Design calc_seq_ctrl, sky130hd; sources not shown.
Run 1, routing congestion map:
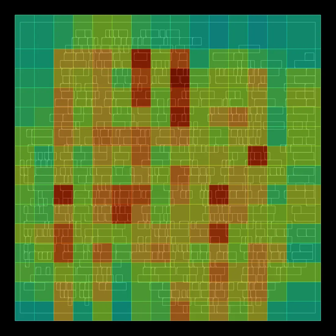
met1 track demand over resource: 0.262
Overall Global Routing Usage: 0.208
met2 layer usage reported by global route: 0.344

Run 1, cell classes on the final placement:
The bar under the picture is 20 µm long.
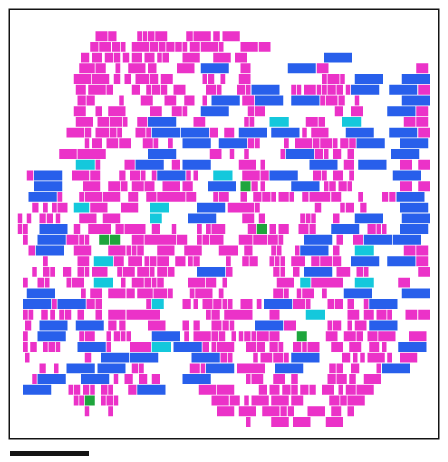
[sequential cells] blue | cells: 89
[remaining buffers and delay cells] green | cells: 6
[combinational and other logic] magenta | cells: 544
[clock drivers and dummy loads] cyan | cells: 15
Final Core Density: 0.543
number of rows in the core area: 38

Run 1, PDN straps and rails:
The bar under the picture is 20 µm long. Pins as bars on the die edge. Tap cells in grey.
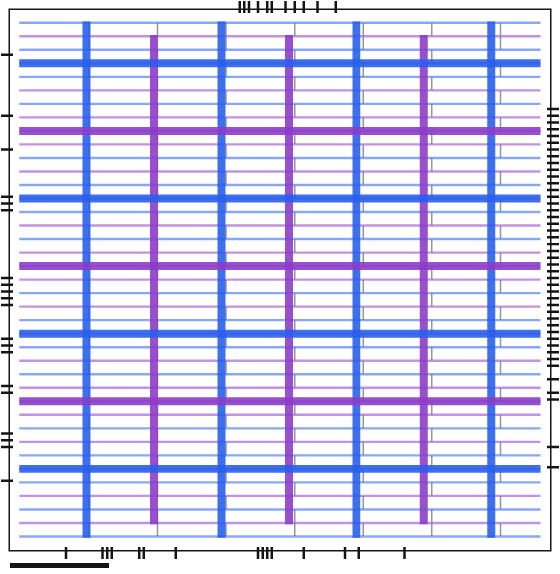
[VDD] purple
[VSS] blue
rows: 38
tap cells: 140
met5 straps: 7
signal pins: 90
Core Box Area: 0.0108 mm²
die x size: 109 µm
Peak VDD IR: 0.149 mV
Chip Height: 109 µm

==> impl_metrics.csv, run 1 <==
group,metric,value,unit
outcome,run_status,"complete, no violations",
finish,layout.clock.cell_area_share,0.0319,
timing,worst_path_setup_slack_after_routing,0.267,ns
routing,m1_wire_length,5.45,mm
finish,largest_register_ffs,16,
worst_setup_path,path_common_cell,"ha_1",
timing,worst_hold_slack,0.445,ns
timing,timing_limited_maximum_frequency,216,MHz
synthesis,post_synth_instance_area,0.00558,mm²
worst_setup_path,worst_path_max_delay_cell,"or4_1",
routing,drt_drc_violations_left,0,
power_and_ir_drop,internal-power,1.06,mW
synthesis,netlist_instances,656,
synthesis,top_cells_by_area,"dfxtp_1 (32%), ha_1 (13%), nand2_1 (4.6%)",
synthesis,yosys.area_share.aoi,0.184,
grt,grt_first_pass_wirelength,19.7,mm
finish,multi_input_gate_area,0.00356,mm²
timing,timing.slew.headroom,0.315,
clocking,post_cts_resized,0,
run,stage_log_warning_count,32,
routing,met3RoutedLength,699,µm
timing,fin_worst_skew,0.0112,ns
placed_design,dpl.hpwl,9.19,mm
clocking,cts-root-to-sink-buffers,2,
worst_setup_path,worst-path-max-fanout,5,
placed_design,buffer_ports.inserted,0,
grt,via_count_of_the_first_global_routing_pass,4315,
synthesis,synth.yosys.warnings,0,
## run 1: synthesized netlist by cell type, types with 2 or more instances
| cell type | number |
|---|---|
| a21boi_0 | 4 |
| and2_1 | 4 |
| nand2b_1 | 6 |
| a31oi_1 | 8 |
| nor2b_1 | 12 |
| o31ai_1 | 2 |
| o21ai_0 | 10 |
| o22ai_1 | 2 |
| buf_6 | 3 |
| mux2i_1 | 6 |
| a21oi_1 | 51 |
| xnor2_1 | 23 |
| nor4_1 | 6 |
| a211oi_1 | 4 |
| a22oi_1 | 20 |
| fa_1 | 4 |
| or3_1 | 7 |
| o21a_1 | 4 |
| nor3b_1 | 3 |
| buf_2 | 2 |
| a22o_1 | 15 |
| nand3_1 | 18 |
| nand4_1 | 9 |
| nor3_1 | 21 |
| nand2_1 | 69 |
| and3_1 | 3 |
| o211ai_1 | 6 |
| clkbuf_1 | 17 |
| or4_1 | 6 |
| nor2_1 | 66 |
| ha_1 | 59 |
| nor4b_1 | 4 |
| xor2_1 | 17 |
| a21o_1 | 9 |
| inv_1 | 35 |
| dfxtp_1 | 89 |
## run 1: layout by cell type, fill, tap and decap left out, types with 2 or more instances in the layout
cell,count
xnor2_1,23
a21o_1,9
a31oi_1,8
a211oi_1,4
o211ai_1,6
o22ai_1,2
o21a_1,4
and3_1,3
nor3b_1,3
nor2b_1,12
nand2b_1,6
mux2i_1,6
nor3_1,21
nand2_1,69
a22o_1,15
a21oi_1,50
nor2_1,66
a22oi_1,20
buf_4,6
a21boi_0,3
or4_1,6
xor2_1,17
nand3_1,18
and2_1,4
nor4b_1,4
fa_1,4
clkbuf_8,11
dfxtp_1,89
o21ai_0,10
o31ai_1,2
nor4_1,5
ha_1,58
inv_1,35
or3_1,7
nand4_1,9
Run 1, routed clock nets over the placement:
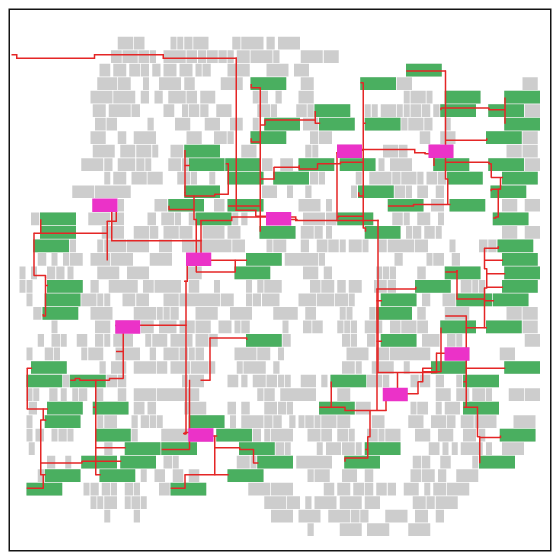

==> run 2: changes to the inputs <==
CAP_MARGIN = unset   (was 25)
clock period = 4.4 ns   (was 4.9 ns; I/O delays follow)
Run 2, routed clock nets over the placement:
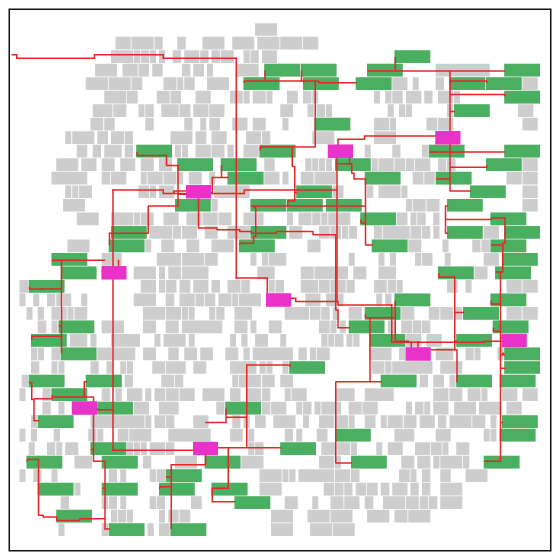
[flip-flops] green | count: 89
[clock drivers] magenta | count: 9
[clock wires] red | length: 1110 µm
routed clock nets: 10
power attributed to the clock group: 640 µW
clk latency late pin: 0.38 ns
Clk pwr share: 0.358
setup clock skew after layout: 0.0164 ns

==> impl_metrics.csv, run 2 <==
group,metric,value,unit
timing,timing.slew.headroom,0.221,
synthesis,synth.cells.most_frequent,"dfxtp_1 (89), nand2_1 (69), nor2_1 (66)",
power_and_ir_drop,max-vdd-ir-drop,0.335,mV
min_path,worstHoldPathCells,1,
synthesis,netlist_instances,656,
synthesis,post-synth-top-count-cell,"dfxtp_1",
die,die-height,109,µm
finish,mostFrequentLayoutCell,"dfxtp_1",
outcome,run_status,"complete, no violations",
synthesis,top_cells_by_area,"dfxtp_1 (32%), ha_1 (13%), nand2_1 (4.6%)",
worst_setup_path,timing.critical_path.cells,"or4_1, nor3_2, nor4b_1, ha_1, xnor2_2, buf_4, inv_2, ha_1, mux2i_2, inv_1, mux2i_1, nand2_1, buf_4, fa_1, a21o_1, a21oi_2, nor4_2, nand4_1, xnor2_1, or4_1, nand3_1",
die,fp-row-count,38,
grt,met2_layer_usage_reported_by_global_route,0.354,
worst_setup_path,worst_path_max_delay_cell,"or4_1",
grt,via_count_of_the_first_global_routing_pass,4284,
power_and_ir_drop,power_density,294,mW/mm²
finish,largest_register_ffs,16,
run,stage_log_warning_count,31,
grt,grt_first_pass_wirelength,19.7,mm
placed_design,buffer_ports.inserted,0,
clocking,cts-root-to-sink-buffers,2,
worst_setup_path,worst-path-max-fanout,4,
grt,gr-usage-met1,0.257,
synthesis,post_synth_instance_area,0.00558,mm²
finish,final_util,0.560,
Run 2, wiring by layer:
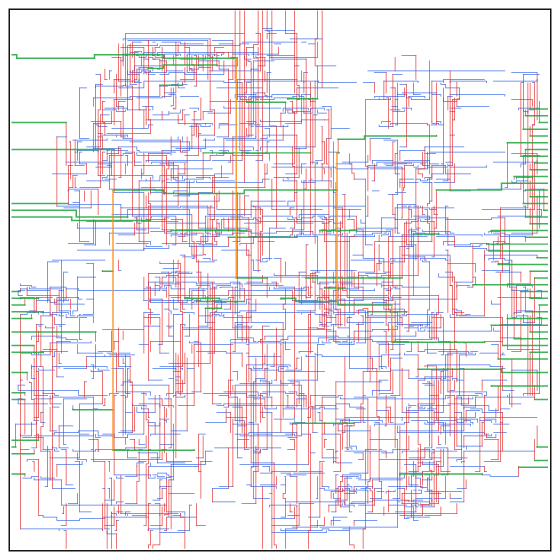
[metal 4] orange | wire length: 134 µm
[metal 2] red | wire length: 5600 µm
[metal 1] blue | wire length: 5520 µm
[metal 3] green | wire length: 811 µm
Overall Global Routing Usage: 0.210
average detailed-routed wire length per instance: 14.9 µm

run 2: cell counts after synthesis:
No cell type changed its count.
run 2: per-layer routing:
metal  part of all wire  up-vias
met3              0.067       11
met2               0.46      119
met1               0.46     2140
met4              0.011        0
met5                  0        -
li1                   -     2368
run 2: kinds of logic (layout without fill, tap and decap cells):
family	after synthesis	after routing	share of synthesized area
AND/OR/NAND/NOR	242	242	0.212
buffers and inverters	59	71	0.0448
flip-flops	89	89	0.319
XOR/XNOR	43	43	0.0740
AND-OR/OR-AND	151	151	0.184
adder cells (fa/ha/maj)	63	63	0.147
multiplexers	9	9	0.0195
run 2: cell type report:
| class | count | area (µm²) | area share |
|---|---|---|---|
| Timing Repair Buffer | 19 | 143 | 0.0235 |
| Clock inverter | 6 | 97.6 | 0.0161 |
| Sequential cell | 89 | 1780 | 0.293 |
| Inverter | 36 | 135 | 0.0222 |
| Multi-Input combinational cell | 508 | 3610 | 0.595 |
| Tap cell | 140 | 175 | 0.0288 |
| Clock buffer | 10 | 128 | 0.0210 |
run 2: metrics by stage:
step | total power, mW | setup WS, ns | hold WS [ns]
detailed placement | 1.14 | 0.0514 | 0.435
floorplan | 1.08 | 0.00991 | 0.406
CTS | 1.79 | 0.0236 | 0.452
global route | 1.88 | -0.0498 | 0.467
global placement | 1.14 | 0.168 | 0.429
finish | 1.79 | 0.198 | 0.446
run 2: timing repair:
item	in CTS	in global routing
buffers inserted	0	3
endpoints found under the setup margin	0	6
endpoints found under the hold margin	0	0
gates resized	0	19
run 2: power by group:
group          internal (mW)  total, mW  switching, mW
sequential             0.816      0.826        0.00921
combinational          0.154      0.321          0.167
clock                  0.329      0.640          0.311
Power is estimated from default activity; no workload was simulated.
